**Run 1: signal wires by layer**

Only two layers are drawn.
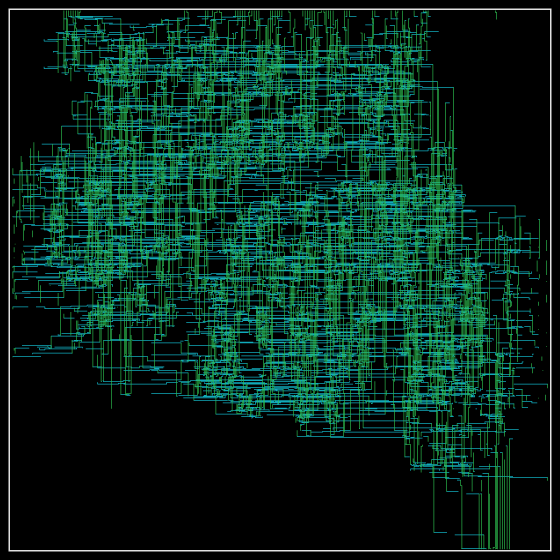
**Run 1: logic cells by family**

The bar under the picture is 50 um long.
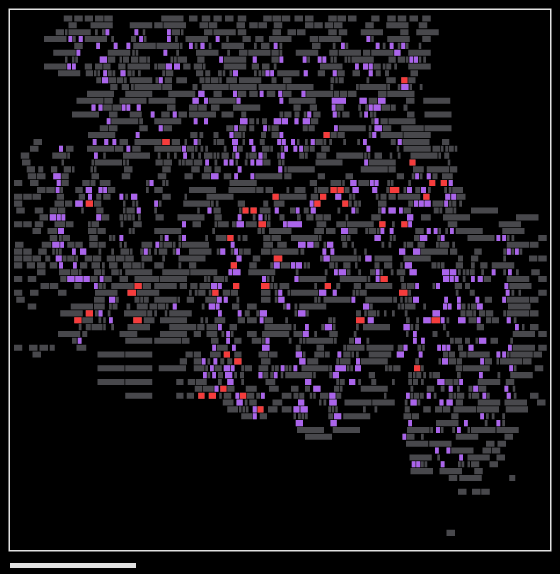
**Run 1: pin placement**

Pins as bars across the die edge, other pins in gray.
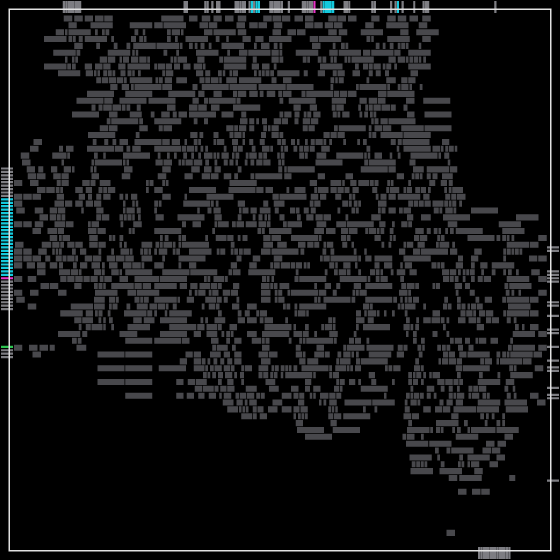
## config.mk

```make
export PLATFORM = sky130hd
export DESIGN_NAME = muldiv_unit
export DESIGN_NICKNAME = d
export VERILOG_FILES = /design/src/rtl/muldiv_pkg.sv /design/src/rtl/muldiv_unit_adder32bit.sv /design/src/rtl/muldiv_unit.sv
export SDC_FILE = /design/constraint.sdc
export NUM_CORES = 1
export LEC_CHECK = 0
export CAP_MARGIN = 20
export CORE_UTILIZATION = 30
export DETAILED_ROUTE_END_ITERATION = 12
export GPL_TIMING_DRIVEN = 0
export HOLD_SLACK_MARGIN = 0.03
export SKIP_CTS_REPAIR_TIMING = 1
export SLEW_MARGIN = 5
export SYNTH_ARGS = -nofsm -noshare
export SYNTH_HDL_FRONTEND = slang
export SYNTH_SLANG_ARGS = --single-unit
export TNS_END_PERCENT = 30
```

## constraint.sdc

```tcl
create_clock -name clk -period 15.23 [get_ports clk]
set_input_delay 4.569 -clock clk [delete_from_list [all_inputs] [get_ports clk]]
set_output_delay 4.569 -clock clk [all_outputs]
set_load 0.02 [all_outputs]
```

## src/rtl/muldiv_pkg.sv

```systemverilog
// Shared definitions for the multi-cycle MIPS multiply/divide unit.
//   op_e       : operation encoding on the op port
//   state_e    : sequencer states
//   MULDIV_LAT : cycles from the accepting edge of start to the edge that raises done
package muldiv_pkg;

  typedef enum logic [1:0] {
    OP_MULT  = 2'b00,
    OP_MULTU = 2'b01,
    OP_DIV   = 2'b10,
    OP_DIVU  = 2'b11
  } op_e;

  typedef enum logic [1:0] {
    S_IDLE  = 2'b00,
    S_CALC  = 2'b01,
    S_FIXUP = 2'b10,
    S_DONE  = 2'b11
  } state_e;

  localparam int MULDIV_LAT = 34;

endpackage

```

## src/rtl/muldiv_unit_adder32bit.sv

```systemverilog
// adder32bit: 32-bit ripple-style adder shared by the ALU datapath.
//   x, y    : addends
//   c_in    : carry in
//   s       : sum
//   c_out   : carry out of bit 31
//   v       : signed overflow (carry into bit 31 xor carry out)
//   c_out2  : carry into bit 31
module adder32bit (
  input  logic [31:0] x,
  input  logic [31:0] y,
  input  logic        c_in,
  output logic [31:0] s,
  output logic        c_out,
  output logic        v,
  output logic        c_out2
);

  logic [31:0] low_sum;
  logic [1:0]  top_sum;

  always_comb begin
    low_sum = {1'b0, x[30:0]} + {1'b0, y[30:0]} + {31'b0, c_in};
    top_sum = {1'b0, x[31]} + {1'b0, y[31]} + {1'b0, low_sum[31]};
    s       = {top_sum[0], low_sum[30:0]};
    c_out   = top_sum[1];
    c_out2  = low_sum[31];
    v       = top_sum[1] ^ low_sum[31];
  end

endmodule

```

## src/rtl/muldiv_unit.sv

```systemverilog
// muldiv_unit: radix-2 multi-cycle MULT/MULTU/DIV/DIVU producing HI/LO.
//   clk, rst_n : clock, asynchronous active-low reset
//   start, op  : request (sampled in IDLE only) and operation select
//   a, b       : rs / rt operands
//   flush      : cancel an in-flight operation, results untouched
//   busy, done : in-progress flag and one-cycle completion pulse
//   hi, lo     : result registers, written only in FIXUP
//   divz       : last divide had a zero divisor (cleared by multiplies)
module muldiv_unit
  import muldiv_pkg::*;
#(
  parameter int ITER = 32
) (
  input  logic        clk,
  input  logic        rst_n,
  input  logic        start,
  input  logic [1:0]  op,
  input  logic [31:0] a,
  input  logic [31:0] b,
  input  logic        flush,
  output logic        busy,
  output logic        done,
  output logic [31:0] hi,
  output logic [31:0] lo,
  output logic        divz
);

  localparam int CNT_W = $clog2(ITER);

  state_e             state_q, state_d;
  logic [CNT_W-1:0]   cnt_q, cnt_d;
  logic               done_q, done_d;
  logic [31:0]        hi_q, hi_d, lo_q, lo_d;
  logic               divz_q, divz_d;

  // Datapath: {acc_hi, acc_lo} is {high, low} for multiply and {rem, quo} for divide.
  logic [31:0]        mcand_q, mcand_d;
  logic [31:0]        acc_hi_q, acc_hi_d, acc_lo_q, acc_lo_d;
  logic               is_div_q, is_div_d, is_signed_q, is_signed_d;
  logic               res_sign_q, res_sign_d, dvd_sign_q, dvd_sign_d, bzero_q, bzero_d;

  logic [31:0]        add_x, add_y, add_s;
  logic               add_cin, add_cout, add_v_unused, add_c_out2_unused;
  logic [31:0]        rem_sh, mul_s, fix_quo, fix_rem;
  logic               mul_c, div_commit;
  logic [63:0]        fix_prod;
  op_e                op_in;

  function automatic logic [31:0] neg32(input logic [31:0] v);
    return ~v + 32'd1;
  endfunction

  function automatic logic [63:0] neg64(input logic [63:0] v);
    return ~v + 64'd1;
  endfunction

  function automatic logic [31:0] mag32(input logic [31:0] v, input logic sgn);
    return (sgn && v[31]) ? neg32(v) : v;
  endfunction

  adder32bit u_adder (
    .x      (add_x),
    .y      (add_y),
    .c_in   (add_cin),
    .s      (add_s),
    .c_out  (add_cout),
    .v      (add_v_unused),
    .c_out2 (add_c_out2_unused)
  );

  always_comb begin
    state_d    = state_q;
    cnt_d      = cnt_q;
    done_d     = 1'b0;
    hi_d       = hi_q;
    lo_d       = lo_q;
    divz_d     = divz_q;
    mcand_d    = mcand_q;
    acc_hi_d   = acc_hi_q;
    acc_lo_d   = acc_lo_q;
    is_div_d   = is_div_q;
    is_signed_d = is_signed_q;
    res_sign_d = res_sign_q;
    dvd_sign_d = dvd_sign_q;
    bzero_d    = bzero_q;
    op_in      = op_e'(op);

    // Divide shifts first, then subtracts; multiply adds the unshifted high word.
    rem_sh  = {acc_hi_q[30:0], acc_lo_q[31]};
    add_x   = is_div_q ? rem_sh : acc_hi_q;
    add_y   = is_div_q ? ~mcand_q : mcand_q;
    add_cin = is_div_q;

    mul_c   = acc_lo_q[0] & add_cout;
    mul_s   = acc_lo_q[0] ? add_s : acc_hi_q;
    // The bit shifted out of rem is the 33rd bit of the partial remainder; when it
    // is set the remainder already exceeds any 32-bit divisor, so the subtract must
    // commit even though the 32-bit adder reports no carry.
    div_commit = add_cout | acc_hi_q[31];

    fix_quo  = (is_signed_q && res_sign_q) ? neg32(acc_lo_q) : acc_lo_q;
    fix_rem  = (is_signed_q && dvd_sign_q) ? neg32(acc_hi_q) : acc_hi_q;
    fix_prod = (is_signed_q && res_sign_q) ? neg64({acc_hi_q, acc_lo_q})
                                           : {acc_hi_q, acc_lo_q};

    case (state_q)
      S_IDLE: begin
        // The done cycle still counts as busy, so a start there is dropped.
        if (start && !flush && !done_q) begin
          is_div_d    = (op_in == OP_DIV) || (op_in == OP_DIVU);
          is_signed_d = (op_in == OP_MULT) || (op_in == OP_DIV);
          res_sign_d  = a[31] ^ b[31];
          dvd_sign_d  = a[31];
          bzero_d     = (b == 32'd0);
          mcand_d     = is_div_d ? mag32(b, is_signed_d) : mag32(a, is_signed_d);
          acc_lo_d    = is_div_d ? mag32(a, is_signed_d) : mag32(b, is_signed_d);
          acc_hi_d    = 32'd0;
          cnt_d       = '0;
          state_d     = S_CALC;
        end
      end
      S_CALC: begin
        if (is_div_q) begin
          acc_hi_d = div_commit ? add_s : rem_sh;
          acc_lo_d = {acc_lo_q[30:0], div_commit};
        end else begin
          acc_hi_d = {mul_c, mul_s[31:1]};
          acc_lo_d = {mul_s[0], acc_lo_q[31:1]};
        end
        cnt_d = cnt_q + 1'b1;
        if (cnt_q == CNT_W'(ITER - 1)) state_d = S_FIXUP;
      end
      S_FIXUP: begin
        if (is_div_q) begin
          hi_d   = fix_rem;
          lo_d   = bzero_q ? 32'hFFFF_FFFF : fix_quo;
          divz_d = bzero_q;
        end else begin
          hi_d   = fix_prod[63:32];
          lo_d   = fix_prod[31:0];
          divz_d = 1'b0;
        end
        state_d = S_DONE;
      end
      S_DONE: begin
        done_d  = 1'b1;
        state_d = S_IDLE;
      end
      default: state_d = S_IDLE;
    endcase

    if (flush && state_q != S_IDLE) begin
      state_d = S_IDLE;
      done_d  = 1'b0;
      hi_d    = hi_q;
      lo_d    = lo_q;
      divz_d  = divz_q;
    end
  end

  // Control and architectural result state
  always_ff @(posedge clk or negedge rst_n) begin
    if (!rst_n) begin
      state_q <= S_IDLE;
      cnt_q   <= '0;
      done_q  <= 1'b0;
      hi_q    <= 32'd0;
      lo_q    <= 32'd0;
      divz_q  <= 1'b0;
    end else begin
      state_q <= state_d;
      cnt_q   <= cnt_d;
      done_q  <= done_d;
      hi_q    <= hi_d;
      lo_q    <= lo_d;
      divz_q  <= divz_d;
    end
  end

  // Iteration datapath, always reloaded before use
  always_ff @(posedge clk) begin
    mcand_q     <= mcand_d;
    acc_hi_q    <= acc_hi_d;
    acc_lo_q    <= acc_lo_d;
    is_div_q    <= is_div_d;
    is_signed_q <= is_signed_d;
    res_sign_q  <= res_sign_d;
    dvd_sign_q  <= dvd_sign_d;
    bzero_q     <= bzero_d;
  end

  assign busy = (state_q != S_IDLE) || done_q;
  assign done = done_q;
  assign hi   = hi_q;
  assign lo   = lo_q;
  assign divz = divz_q;

endmodule

```

==> results_dict.tcl, run 1 <==
# place-and-route summary
set metrics [dict create \
    status "completed" \
    pre_cts_ws_ps 7160 \
    synth_top_area_share 0.225 \
    ctsLongestPathBuffers 2 \
    fin_worst_skew_ps 18.1 \
    met3_usage 0.0352 \
    cts.sinks 174 \
    switching_share 0.487 \
    dpl_cell_area_sq_um 15700 \
    syn_to_final_growth_pct 20.4 \
    fin_area_sq_um 16300 \
    seq-cell-share 0.299 \
    hp-start "hi[26]" \
    relSlewSlack 0.347 \
    routed_wl_um 48200 \
    setup.worst_path.class "reg2reg" \
    synth.most_common_cell "nand2_1" \
    comb_share 0.502 \
    die-area_sq_um 45900 \
    p_leak_uw 0.00613 \
    numCtsBuffers 17 \
    rsz0062_at_grt "false" \
    cp.depth 21 \
    grt_overflow 0 \
    finalMaxSlewViolations 0 \
    nNetsFinal 1815 \
]
About 'signal wires by layer':
[M1] cyan | wire length: 21.4 mm
[M2] green | wire length: 21.7 mm

About 'logic cells by family':
[non-inverting ao/oa cells] red | cells: 44 | most used: a21o_1
[aoi and oai cells] purple | cells: 383 | most used: a21oi_1

About 'pin placement':
[`op`] magenta | pins: 2 | direction: input | edge: 1 north, 1 west
[`busy`] green | pins: 1 | direction: output | edge: west
[`a`] cyan | pins: 32 | direction: input | edge: 23 west, 9 north

==> run 2, diff against run 1 <==
- clock period: 15.23 -> 7.6 ns (I/O delays scaled with it)
==> run 2 against run 1 <==
Against the previous run:
- critical path type unchanged
- register-to-register slack lost 6900 ps
- first-iteration DRC count grew 6.5%
- non-clock buffer count is the same
- highest routed layer unchanged
- critical path depth grew 1
- core utilization is essentially flat
==> results_dict.tcl, run 2 <==
# place-and-route summary
set metrics [dict create \
    status "completed" \
    dpl_cell_area_sq_um 15700 \
    grt_overflow 0 \
    p_leak_uw 0.00615 \
    switching_share 0.487 \
    routed_wl_um 48400 \
    cp.depth 22 \
    hp-start "hi[26]" \
    reg2reg_to "acc_hi_q[26]" \
    comb_share 0.502 \
    fin_worst_skew_ps 20.1 \
    setup.worst_path.class "reg2reg" \
    synth.most_common_cell "nand2_1" \
    syn_to_final_growth_pct 20.5 \
    nNetsFinal 1815 \
    met3_usage 0.0352 \
    grt_pass1_vias 12101 \
    pre_cts_ws_ps -137 \
    rsz0062_at_grt "false" \
    ctsLongestPathBuffers 2 \
    seq-cell-share 0.299 \
]
**Run 2: clock routing**

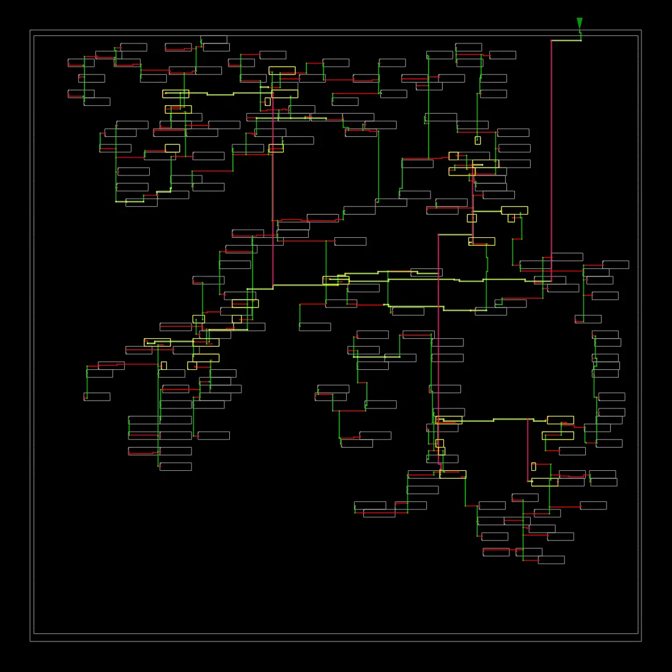
Late-Pin Clk Latency: 470 ps
CLK BUF: 20
CTS buffer count: 17
clock sinks: 174

**Run 2: placement by cell class**

Fill, decap, tap and diode cells in gray.
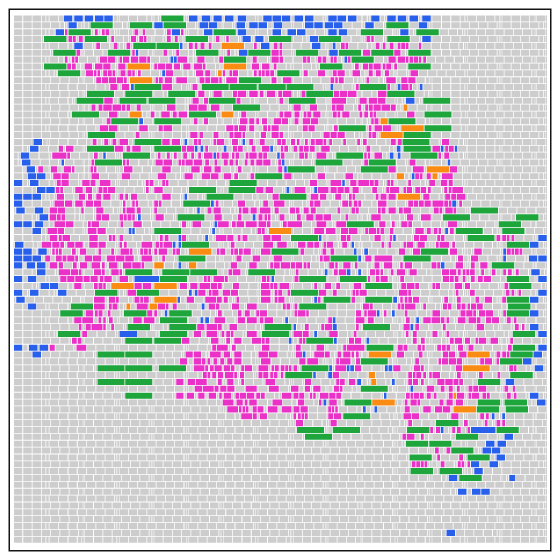
[remaining buffers and delay cells] blue | cells: 241
[remaining logic cells] magenta | cells: 1269
[clock drivers and dummy loads] orange | cells: 32
[registers] green | cells: 174

**Run 2: signal wires by layer**

Only two layers are drawn.
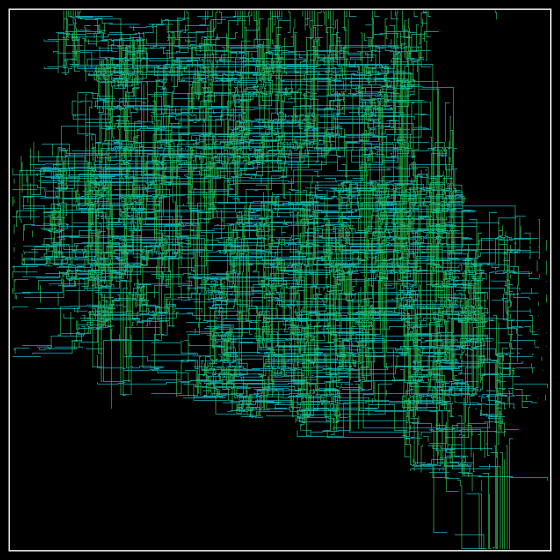
[M1] cyan | wire length: 21.6 mm
[M2] green | wire length: 21.8 mm

==> run 3, diff against run 2 <==
- SYNTH_HIERARCHICAL: not set -> 1
==> run 3 against run 2 <==
Against the previous run:
- highest routed layer unchanged
- total power about the same
- first-iteration DRC count down 19%
- via count up 1.1%
- register-to-register slack better by 240 ps
- clock skew down 2.6 ps
- flip-flop count unchanged
- critical path depth down 4
==> results_dict.tcl, run 3 <==
# place-and-route summary
set metrics [dict create \
    cts.sinks 174 \
    ctsLongestPathBuffers 2 \
    area_dominant_class "logic gates" \
    met3_usage 0.0268 \
    status "completed" \
    switching_share 0.489 \
    cp.depth 18 \
    nNetsFinal 1845 \
    numCtsBuffers 17 \
    routed_wl_um 48100 \
    dpl_cell_area_sq_um 15900 \
    setup.worst_path.class "reg2reg" \
    reg2reg_to "acc_hi_q[23]" \
    grt_pass1_vias 12278 \
    comb_cells 1262 \
    syn-cell-area_sq_um 13800 \
    comb_share 0.507 \
    grt_pass1_wl_um 73500 \
    p_int_uw 3570 \
    grt_overflow 0 \
    syn_to_final_growth_pct 20.0 \
    hp-start "hi[8]" \
    rsz0062_at_grt "false" \
    crit_path_end_kind "register" \
    p_leak_uw 0.00601 \
    pre_cts_ws_ps 914 \
]
**Run 3: placement by cell class**

Fill, decap, tap and diode cells in gray.
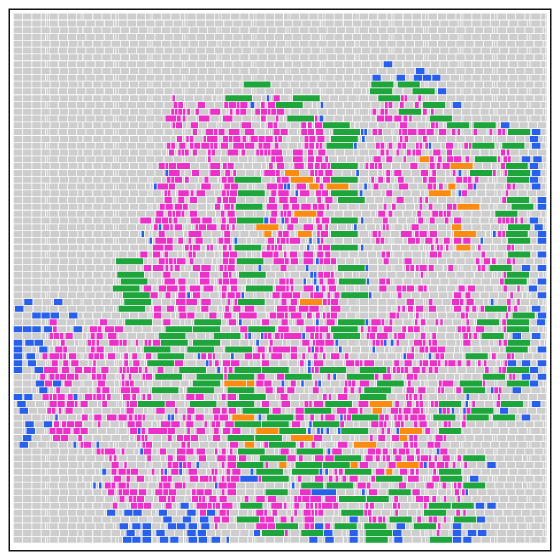
final core utilization: 0.365
design area: 16500 sq um
core area: 45300 sq um
row count: 78
sequential cell area share: 0.294

**Run 3: logic cells by family**

The bar under the picture is 50 um long.
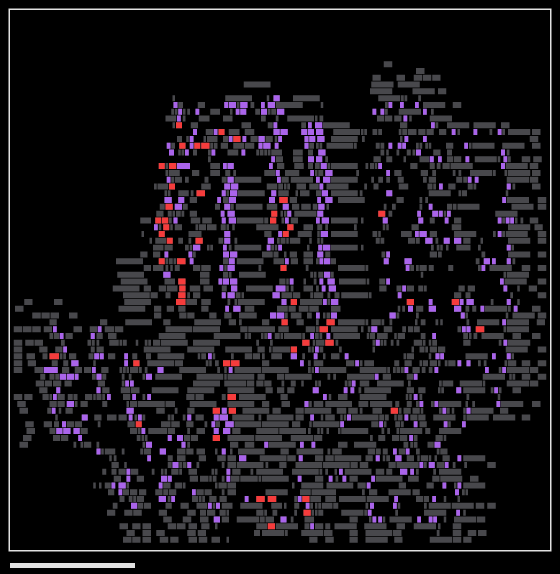
[aoi and oai cells] purple | cells: 377 | most used: o21ai_0 | where: spread over the die
[non-inverting ao/oa cells] red | cells: 55 | most used: a21o_1

**Run 3: clock routing**

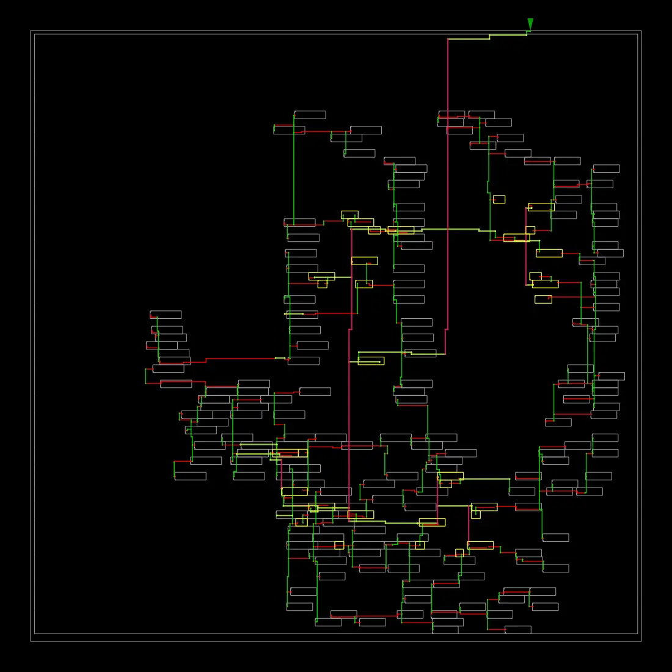
clk pwr: 892 uW
flip-flops: 174
CLK BUF: 17
final setup skew: 17.4 ps
Late-Pin Clk Latency: 450 ps

Power and IR drop assume default switching activity.
